Fig. 1: sequential cells coloured by netlist name
Bar = 50 um. Other sequential cells in the stronger grey, the rest of the logic in the fainter grey.
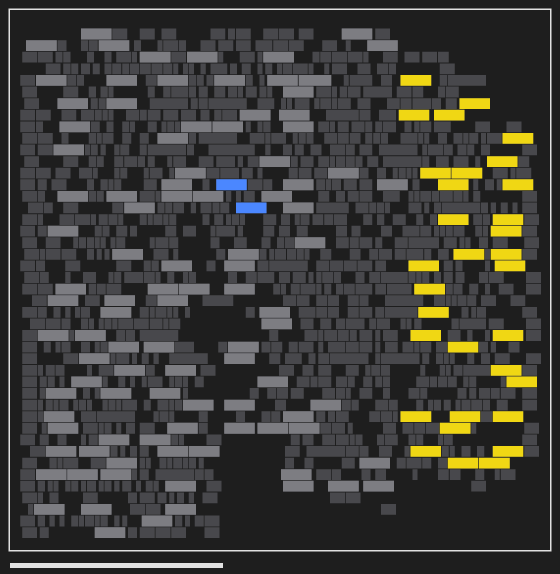
Fig. 2: selected gate families
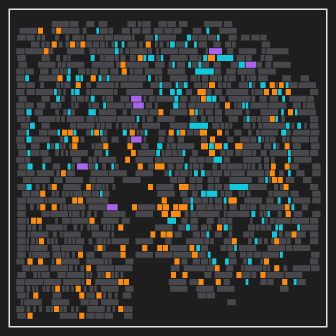
Fig. 3: close-up of the layout
Bar = 10 um. Region (19, 19) to (44, 44) um. Cells in grey, sequential cells in the stronger grey; small squares are vias.
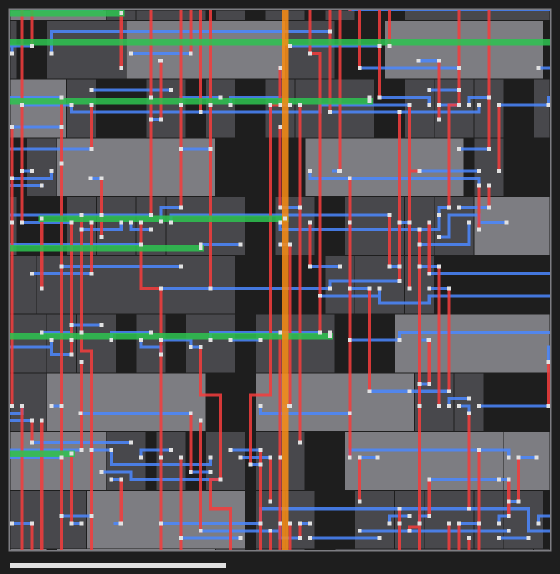
**src/rtl/upower_loader_pkg.sv**
```systemverilog
// rtl/upower_loader_pkg.sv - shared types and constants for the instruction loader
//
// Purpose: loader FSM state encoding and instruction word geometry.
// Ports:   none (package).
`timescale 1ns/1ps
package upower_loader_pkg;

  typedef enum logic [1:0] {
    IDLE  = 2'd0,
    LOAD  = 2'd1,
    WRITE = 2'd2,
    DONE  = 2'd3
  } loader_state_t;

  localparam int BYTES_PER_WORD = 4;
  localparam int INSTR_W        = 32;

endpackage

```
**src/rtl/byte_packer.sv**
```systemverilog
// rtl/byte_packer.sv - big-endian byte to 32-bit word packer
//
// Purpose: shifts accepted bytes into a word, first byte ending up as the MSB.
// Ports:
//   clk, reset  - rising-edge clock, synchronous active-high reset
//   clear       - drop any partial word and restart the byte count
//   accept      - a byte handshake happens this cycle
//   in_data     - byte to shift in when accept is high
//   word        - assembled word (valid once word_full has fired)
//   word_full   - this accept completes the word
`timescale 1ns/1ps
module byte_packer
  import upower_loader_pkg::*;
(
  input  logic               clk,
  input  logic               reset,
  input  logic               clear,
  input  logic               accept,
  input  logic [7:0]         in_data,
  output logic [INSTR_W-1:0] word,
  output logic               word_full
);

  logic [1:0] byte_cnt;

  always_ff @(posedge clk) begin
    if (reset || clear) begin
      word     <= '0;
      byte_cnt <= '0;
    end else if (accept) begin
      word     <= {word[INSTR_W-9:0], in_data};
      byte_cnt <= byte_cnt + 2'd1;
    end
  end

  // Combinational so the FSM can enter WRITE right after the 4th handshake;
  // the counter wraps to 0 on that same edge, ready for the next word.
  assign word_full = accept && (byte_cnt == 2'(BYTES_PER_WORD - 1));

endmodule

```
**src/rtl/instruction_loader.sv**
```systemverilog
// rtl/instruction_loader.sv - byte stream to instruction memory writer
//
// Purpose: packs a byte stream into 32-bit big-endian words and writes them
//          to consecutive instruction memory indices starting at 0.
// Ports:
//   clk, reset     - rising-edge clock, synchronous active-high reset
//   start          - request a load (honoured only in IDLE or DONE)
//   num_words      - words to load, latched on an accepted start
//   in_valid       - byte source has a byte on in_data
//   in_data        - stream byte, MSB first within each word
//   in_ready       - loader consumes in_data this cycle
//   mem_we         - one-cycle memory write strobe
//   mem_addr       - word index of the write
//   mem_wdata      - word being written
//   busy           - load in progress
//   done           - last load completed
//   error          - last start rejected (num_words > DEPTH)
//   words_written  - words committed in the current/last load
`timescale 1ns/1ps
module instruction_loader
  import upower_loader_pkg::*;
#(
  parameter int DEPTH = 64,
  parameter int AW    = 32
) (
  input  logic               clk,
  input  logic               reset,
  input  logic               start,
  input  logic [AW-1:0]      num_words,
  input  logic               in_valid,
  input  logic [7:0]         in_data,
  output logic               in_ready,
  output logic               mem_we,
  output logic [AW-1:0]      mem_addr,
  output logic [INSTR_W-1:0] mem_wdata,
  output logic               busy,
  output logic               done,
  output logic               error,
  output logic [AW-1:0]      words_written
);

  localparam logic [AW-1:0] DEPTH_W = AW'(DEPTH);

  loader_state_t      state, next_state;
  logic [AW-1:0]      count;
  logic [INSTR_W-1:0] word;
  logic               word_full;
  logic               accept;
  logic               start_ok;
  logic               too_many;
  logic               zero_len;
  logic               load_go;
  logic               last_word;

  assign start_ok  = start && ((state == IDLE) || (state == DONE));
  assign too_many  = num_words > DEPTH_W;
  assign zero_len  = (num_words == '0);
  assign load_go   = start_ok && !too_many && !zero_len;
  assign accept    = in_valid && in_ready;
  assign last_word = (mem_addr == count - AW'(1));

  byte_packer u_packer (
    .clk       (clk),
    .reset     (reset),
    .clear     (load_go),
    .accept    (accept),
    .in_data   (in_data),
    .word      (word),
    .word_full (word_full)
  );

  always_ff @(posedge clk) begin
    if (reset) begin
      state <= IDLE;
    end else begin
      state <= next_state;
    end
  end

  always_comb begin
    next_state = state;
    case (state)
      IDLE, DONE: begin
        if (start_ok) begin
          if (too_many) begin
            next_state = IDLE;
          end else if (zero_len) begin
            next_state = DONE;
          end else begin
            next_state = LOAD;
          end
        end
      end
      LOAD: begin
        if (word_full) begin
          next_state = WRITE;
        end
      end
      WRITE: begin
        next_state = last_word ? DONE : LOAD;
      end
      default: next_state = IDLE;
    endcase
  end

  always_comb begin
    in_ready  = (state == LOAD);
    mem_we    = (state == WRITE);
    busy      = (state == LOAD) || (state == WRITE);
    done      = (state == DONE);
    mem_wdata = (state == WRITE) ? word : '0;
  end

  // Count, index and status registers. A rejected start only raises error;
  // the previous load's words_written and mem_addr stay visible.
  always_ff @(posedge clk) begin
    if (reset) begin
      count         <= '0;
      mem_addr      <= '0;
      words_written <= '0;
      error         <= 1'b0;
    end else begin
      if (start_ok) begin
        if (too_many) begin
          error <= 1'b1;
        end else begin
          error         <= 1'b0;
          count         <= num_words;
          mem_addr      <= '0;
          words_written <= '0;
        end
      end
      if (state == WRITE) begin
        words_written <= words_written + AW'(1);
        // Hold the index on the last word so DONE shows the final address.
        if (!last_word) begin
          mem_addr <= mem_addr + AW'(1);
        end
      end
    end
  end

endmodule

```
**config.mk**
```make
export PLATFORM = sky130hd
export DESIGN_NAME = instruction_loader
export DESIGN_NICKNAME = d
export VERILOG_FILES = /design/src/rtl/upower_loader_pkg.sv /design/src/rtl/byte_packer.sv /design/src/rtl/instruction_loader.sv
export SDC_FILE = /design/constraint.sdc
export NUM_CORES = 1
export LEC_CHECK = 0
export CAP_MARGIN = 20
export CORE_MARGIN = 2
export CORE_UTILIZATION = 47
export DETAILED_ROUTE_END_ITERATION = 10
export PLACE_DENSITY = 0.77
export SKIP_LAST_GASP = 1
export SLEW_MARGIN = 10
export SYNTH_ARGS = -nofsm -noshare
export SYNTH_HDL_FRONTEND = slang
export SYNTH_SLANG_ARGS = --single-unit
```
**constraint.sdc**
```tcl
create_clock -name clk -period 3.3 [get_ports clk]
set_input_delay 0.33 -clock clk [delete_from_list [all_inputs] [get_ports clk]]
set_output_delay 0.33 -clock clk [all_outputs]
set_load 0.005 [all_outputs]
```
==> impl_metrics.toml <==
# generated from flow reports
[run_status]
status = "finished, final reports clean"

[power_and_ir_drop]
combPwrFrac_pct = 18.4
p_seq_share_pct = 38.6
switching_share_pct = 30.4
powerDensity_nw_per_um2 = 455
intPower_w = 0.00305
comb_power_w = 0.000806
leakagePower_nw = 3.58
power_leader = "clock"
switchingPower_w = 0.00133
p_clk_share_pct = 43.0
peakVddDrop_mv = 0.346
clock_net_power_w = 0.00188

[die]
ios = 145
die_y_um = 127
core_sq_um = 14600
dieWidth_um = 127
die-area_sq_um = 16000
fp_util_pct = 48.3
rows = 44

[critical_path]
crit_slowest_cell = "or4_4"
reg2reg_from = "count[13]"
startpoint_type = "register"
worstSetupEndpoint = "mem_addr[6]"
end_kind = "register"
rrSetupSlack_ns = 0.05
cp-startpoint = "count[13]"
r2r-end = "mem_addr[6]"
path_class = "register to register"
cp.arrival_ns = 3.57
ff2ff_path_depth = 11
crit_path_cell_trace = "or4_4 > or3_4 > or4b_1 > o311ai_1 > a22oi_1 > a2111o_1 > buf_4 > o21ai_4 > buf_6 > nor4_1 > a211o_1"
cp_slowest_stage_delay_ns = 0.56
path_max_fanout = 8
cp_data_required_time_ns = 3.62

[synth]
fa_ha_area_share_pct = 1.24
synthDistinctLibCells = 66
synth_cells = 901
yosysWarnings = 0
synth-edff-count = 0
synth_flops = 133
async_reset_ff_share_pct = 0
xor_share_pct = 5.94
topCombFamilyByArea = "simple AND/OR/NAND/NOR gates"
synth_chip_area_sq_um = 7070
ys_seq_share_pct = 37.6
syn_area_sq_um = 7070
ff_type = "dfxtp_1"
ys_cells = 901
postSynthAreaPerCell_sq_um = 7.85
synth_nets = 952
top_area_share_pct = 37.6
area_leaders = "dfxtp_1 38%, nand2_1 6.3%, and2_1 5.3%, a21oi_1 4.8%, nor2_1 4.1%"
aoi_share_pct = 14.8
ys_sh_mux_pct = 2.21
yosys.area.top_type = "dfxtp_1"
simple_gate_area_share_pct = 34.1

[timing]
min_period_ns = 3.25
skew_ns = 0.00935
hold_ws_ns = 0.328
period_used_pct = 98.6
max_slew_margin_pct = 56.3
worst_slack_ns = 0.0466
tightest_slew_ns = 0.639
setup_viol = 0
slew_viol_final = 0
hold_violations = 0
rsz0062_at_grt = "true"
fmax_ghz = 0.307

[finish]
area_growth_pct = 36.1
drive_above_1_share_pct = 11.7
diodes = 0
nets = 1119
multi_input_comb_area_sq_um = 4210
layout_top_cells = "143 x clkdlybuf4s50_1, 132 x dfxtp_1, 118 x nand2_1"
num-fill-cells = 1208

[place]
portBuffers = 144
dp_slack_ns = 0.0627
globalplace.congestion = 0.968
dp_hpwl_mm = 13.7

[global_route]
grt_max_degree = 54
busiest_layer = "met2"
grt_pass1_vias = 6454
use_met2_pct = 39.1
grt_util_met3_pct = 6.75
gr-usage-met1_pct = 32.2
grt.overflow.total = 0
grt_pass1_wl_mm = 32.0
antenna_found_initial = 0
grt_usage_pct = 24.5

[routing]
routedWlPerCell_um = 15.9
antenna_left = 0
drtIter0Drc = 593
viasPerCell = 5.67
via_count = 7175
wirelength_mm = 20.1
firstDrtPassIters = 7
drc = 0

[flow_run]
max_cap_violations = 0
openroad.warnings = 29

[cts]
numCtsBuffers = 17
hold_buffers = 0
path_clk_slew_ns = 0.06
clk_latency_ns = 0.43
clkSinkCount = 133
htreeDepth = 4
cts_tree = "built"
cts_buffer_depth = 2
cts_setup_buffers = 0
post_cts_resized = 0
cts-root-buf = "clkbuf_16"

[worst_hold_path]
hold_end = "words_written[29]"
hp-class = "input pin to register"
whs_path_depth = 2
hp-start = "reset"
## Picture notes: Fig. 1
| signal | colour | placed flops |
|---|---|---|
| mem_addr | yellow | 32 |
| state | blue | 2 |
flop share of the area: 27.7%
fin util: 65.7%
sequential power: 0.00169 W
register area: 2660 sq um

## Picture notes: Fig. 2
| family | colour | cells |
|---|---|---|
| AND and OR gates | orange | 125 |
| NOR gates | cyan | 134 |
| adder and majority cells | purple | 7 |
Final Non-Filler Cells: 1265
multi-input combinational area share: 43.8%
most frequent logic cell in the layout: clkdlybuf4s50_1

## Picture notes: Fig. 3
| layer | colour |
|---|---|
| met4 | orange |
| met3 | green |
| met2 | red |
| met1 | blue |
sequential cells in the window: 10
cells with their middle in the window: 54
netlist names of flops here include: u_packer.word (9), u_packer.byte_cnt (1)
most frequent: nand2_1 (20), a21oi_1 (11), dfxtp_1 (10)

## worst max-delay path: cells and delay by family (launching register included)
family	cells	cell delay, ns
and+or+nand+nor	4	1.45
buffers and inverters	2	0.33
DFF	1	0.31
AOI/OAI and AO/OA	5	1.06
## stage by stage
step / cell area, sq um / total power [W] / instances / setup TNS, ns
floorplan: 7070 / 0.00214 / 901 / 0
global placement: 8860 / 0.00245 / 1219 / 0
detailed placement: 8860 / 0.00245 / 1219 / 0
CTS: 9450 / 0.00433 / 1251 / 0
global route: 9630 / 0.00456 / 1265 / -2.30
finish: 9630 / 0.00438 / 1265 / 0
## synthesized netlist by cell type, types with 4 or more instances
master,count
dfxtp_1,133
nand2_1,118
nor2_1,78
a21oi_1,68
and2_1,60
nand3_1,58
clkbuf_1,42
nor3_1,31
xnor2_1,26
o21ai_0,25
and3_1,24
xor2_1,22
inv_1,18
nand4_1,18
a221o_1,13
nor4_1,13
or2_2,12
or3_1,12
mux2i_1,10
o211ai_1,9
o31ai_1,9
or4_1,8
ha_1,7
nand3b_1,6
a311oi_1,5
buf_2,5
mux2_2,5
nand2b_1,5
nor2b_1,5
a31oi_1,4
## layout make-up
| class | count | share of cell area, % |
|---|---|---|
| multi-input combinational | 700 | 43.8 |
| inverter | 19 | 0.741 |
| sequential | 133 | 27.7 |
| tap | 184 | 2.39 |
| clock inverter | 15 | 1.64 |
| clock buffer | 17 | 4.42 |
| timing repair buffer | 197 | 19.4 |
## routing by layer
metal | part of all wire (%) | vias up
li1 | - | 3520
met1 | 44 | 3319
met2 | 46 | 306
met3 | 8.4 | 30
met4 | 1.8 | 0
met5 | 0 | -
Power is estimated from default activity; no workload was simulated.
